**Met1 routing**

Drawn at 3 px/um. Supply wires on this layer in grey.
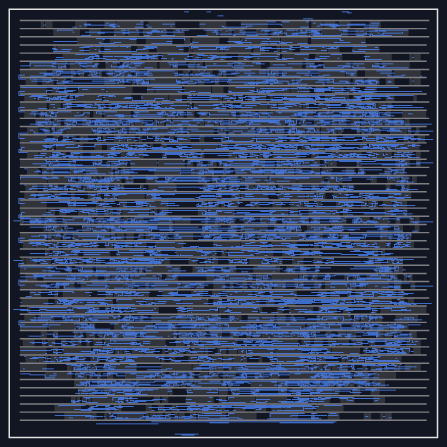
**Metal 2**

Drawn at 3 px/um.
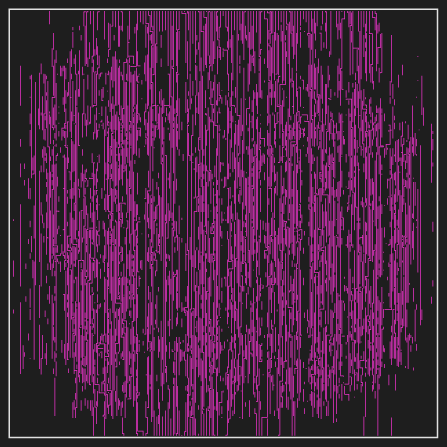
**Signal wires on met3**

Drawn at 4 px/um.
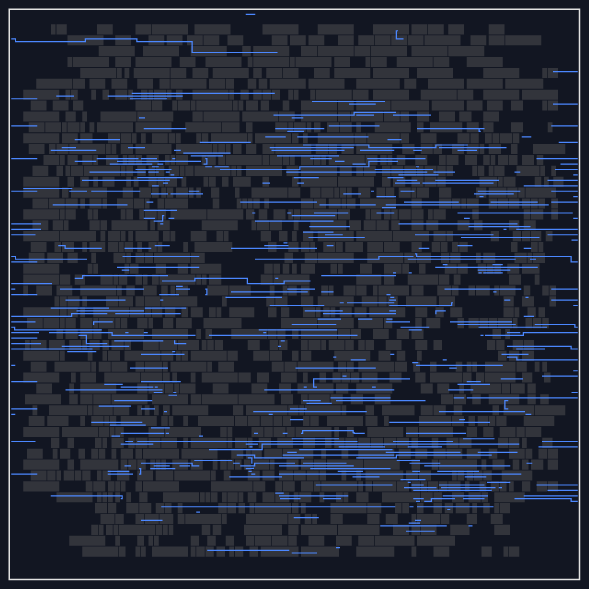
`src/rtl/fetch_pc_unit.sv`:
```
// Instruction-fetch PC unit: holds the fetch PC, issues word fetches,
// honours the single delay slot and hands {pc, instr} to IF/ID.
// Ports: clk/rst_n; br_valid/br_pc/br_target redirect from ID;
// imem_req/imem_addr/imem_ack/imem_rdata fetch port;
// if_valid/if_ready/if_pc/if_instr delivery handshake to IF/ID.
module fetch_pc_unit #(
    parameter logic [31:0] RESET_PC = 32'h0000_3000
) (
    input  logic        clk,
    input  logic        rst_n,
    input  logic        br_valid,
    input  logic [31:0] br_pc,
    input  logic [31:0] br_target,
    output logic        imem_req,
    output logic [31:0] imem_addr,
    input  logic        imem_ack,
    input  logic [31:0] imem_rdata,
    output logic        if_valid,
    input  logic        if_ready,
    output logic [31:0] if_pc,
    output logic [31:0] if_instr
);

    localparam logic [1:0] BOOT  = 2'd0;
    localparam logic [1:0] ISSUE = 2'd1;
    localparam logic [1:0] HOLD  = 2'd2;

    logic [1:0]  state;
    logic [31:0] pc_q;
    logic        pend_v;
    logic [31:0] pend_tgt;
    logic [31:0] pend_slot;

    logic [31:0] br_slot;
    logic [31:0] br_tgt;
    logic        in_issue;
    logic        in_hold;
    logic        ack_fire;
    logic        live_iss;
    logic        pend_iss;
    logic        live_hold;
    logic        pend_hold;
    logic        apply_live;
    logic        apply_pend;
    logic [31:0] next_iss;
    logic [31:0] next_hold;

    assign br_slot  = br_pc + 32'd4;
    assign br_tgt   = {br_target[31:2], 2'b00};
    assign in_issue = (state == ISSUE);
    assign in_hold  = (state == HOLD);
    assign ack_fire = in_issue && imem_ack;

    // Slot being fetched right now (ISSUE) or already held (HOLD).
    assign live_iss  = ack_fire && br_valid && (pc_q == br_slot);
    assign pend_iss  = ack_fire && pend_v && (pc_q == pend_slot);
    assign live_hold = in_hold && br_valid && (if_pc == br_slot);
    assign pend_hold = in_hold && pend_v && (if_pc == pend_slot);

    assign apply_live = live_iss || live_hold;
    assign apply_pend = pend_iss || pend_hold;

    assign next_iss  = live_iss ? br_tgt :
                       pend_iss ? pend_tgt :
                       pc_q + 32'd4;
    assign next_hold = live_hold ? br_tgt :
                       pend_hold ? pend_tgt :
                       pc_q;

    // Request is a pure function of state so reset drops it at once.
    assign imem_req  = in_issue;
    assign imem_addr = in_issue ? pc_q : 32'd0;

    always_ff @(posedge clk or negedge rst_n) begin
        if (!rst_n) begin
            state    <= BOOT;
            pc_q     <= RESET_PC;
            if_valid <= 1'b0;
            if_pc    <= 32'd0;
            if_instr <= 32'd0;
        end else begin
            case (state)
                BOOT: state <= ISSUE;
                ISSUE: begin
                    if (imem_ack) begin
                        if_instr <= imem_rdata;
                        if_pc    <= pc_q;
                        if_valid <= 1'b1;
                        pc_q     <= next_iss;
                        state    <= HOLD;
                    end
                end
                HOLD: begin
                    pc_q <= next_hold;
                    if (if_ready) begin
                        if_valid <= 1'b0;
                        state    <= ISSUE;
                    end
                end
                default: state <= BOOT;
            endcase
        end
    end

    // A live redirect consumed on this edge is never parked; any other
    // new branch replaces whatever entry is waiting.
    always_ff @(posedge clk or negedge rst_n) begin
        if (!rst_n) begin
            pend_v    <= 1'b0;
            pend_tgt  <= 32'd0;
            pend_slot <= 32'd0;
        end else if (apply_live) begin
            pend_v <= 1'b0;
        end else if (br_valid) begin
            pend_v    <= 1'b1;
            pend_tgt  <= br_tgt;
            pend_slot <= br_slot;
        end else if (apply_pend) begin
            pend_v <= 1'b0;
        end
    end

endmodule
```
`config.mk`:
```
export PLATFORM = sky130hd
export DESIGN_NAME = fetch_pc_unit
export DESIGN_NICKNAME = d
export VERILOG_FILES = /design/src/rtl/fetch_pc_unit.sv
export SDC_FILE = /design/constraint.sdc
export NUM_CORES = 1
export LEC_CHECK = 0
export CORE_MARGIN = 3
export CORE_UTILIZATION = 60
export DETAILED_ROUTE_END_ITERATION = 8
export DONT_BUFFER_PORTS = 1
export GPL_TIMING_DRIVEN = 0
export PLACE_DENSITY = 0.76
export SETUP_SLACK_MARGIN = 0.4
export SYNTH_ARGS = -nofsm -noshare
export SYNTH_HDL_FRONTEND = slang
export SYNTH_SLANG_ARGS = --single-unit
```
`constraint.sdc`:
```
create_clock -name clk -period 3.8 [get_ports clk]
set_input_delay 0.38 -clock clk [delete_from_list [all_inputs] [get_ports clk]]
set_output_delay 0.38 -clock clk [all_outputs]
set_load 0.1 [all_outputs]
```
==> results.json <==
{
  "status": "complete, but fails checks",
  "violations": "hold timing",
  "wl_met3_um": 3850,
  "fin_ws_ns": 0.439,
  "postSynth.asyncResetShare": 1.00,
  "rr_endpoint": "pc_q[7]$_DFFE_PN0P_",
  "simple_gate_share": 0.216,
  "taps": 229,
  "yosys_warnings": 0,
  "power_switching_w": 0.00700,
  "first_pass_iters": 5,
  "area_leaders": "dfrtp_1, xnor2_1, mux2_2",
  "path_common_cell": "o21ai_0",
  "common_cells": "dfrtp_1, xnor2_1, nand2_1",
  "clock_sinks": 158,
  "edf_count": 0,
  "critical_path_class": "flip-flop to flip-flop",
  "worst_ep_arrival_time_ns": 3.67,
  "fillers": 1406,
  "dr.first_iter.drc_count": 1015,
  "cts_inserted_buffers": 17,
  "fin_util": 0.696,
  "num-nonclk-inverters": 35,
  "core_um2": 18100,
  "hold_violations": 158,
  "highest_layer": "met4",
  "cts_resized": 51,
  "diodes": 1,
  "hold_path_class": "primary input to asynchronous set/reset pin",
  "busiest_layer": "met2",
  "top_area_cell": "dfrtp_1",
  "io_pins": 199,
  "hold_ws_ns": -0.359,
  "reg_top3": "if_instr (32), pend_slot (32)",
  "numSynthFlops": 158,
  "cts_setup_buffers": 8,
  "path_depth": 9,
  "relSlewSlack": 0.197,
  "yosysChipArea_um2": 11100,
  "pwr_density_cell_nw_per_um2": 930,
  "port-buffer-count": 0,
  "fp_util": 0.615,
  "rsz0062_at_grt": "yes",
  "clkTransAtPathRegs_ns": 0.07,
  "final_cell_mix": "dfrtp_1, xnor2_1, nand2_1",
  "syn_inst": 1190,
  "grt_use_total": 0.368,
  "synth_area_per_cell_um2": 9.35,
  "ys_sh_adder": 0.00562,
  "gr-usage-met2": 0.579
}
Notes on 'met1 routing' above:
The wires run mostly horizontal. The layer carries 14700 um of wire. The longest straight run is 61.6 um. 1251 nets have wire on it.
vias: 10009
WL final: 38200 um
GR Util met1: 0.496

Notes on 'metal 2' above:
The layer carries 18000 um of wire. The layer holds 47% of the routed length. The wires run mostly vertical. 1149 nets have wire on it. The longest straight run is 92.1 um.

Notes on 'signal wires on met3' above:
The wires run mostly horizontal. The longest straight run is 64.2 um. The layer carries 3850 um of wire. The layer holds 10% of the routed length.

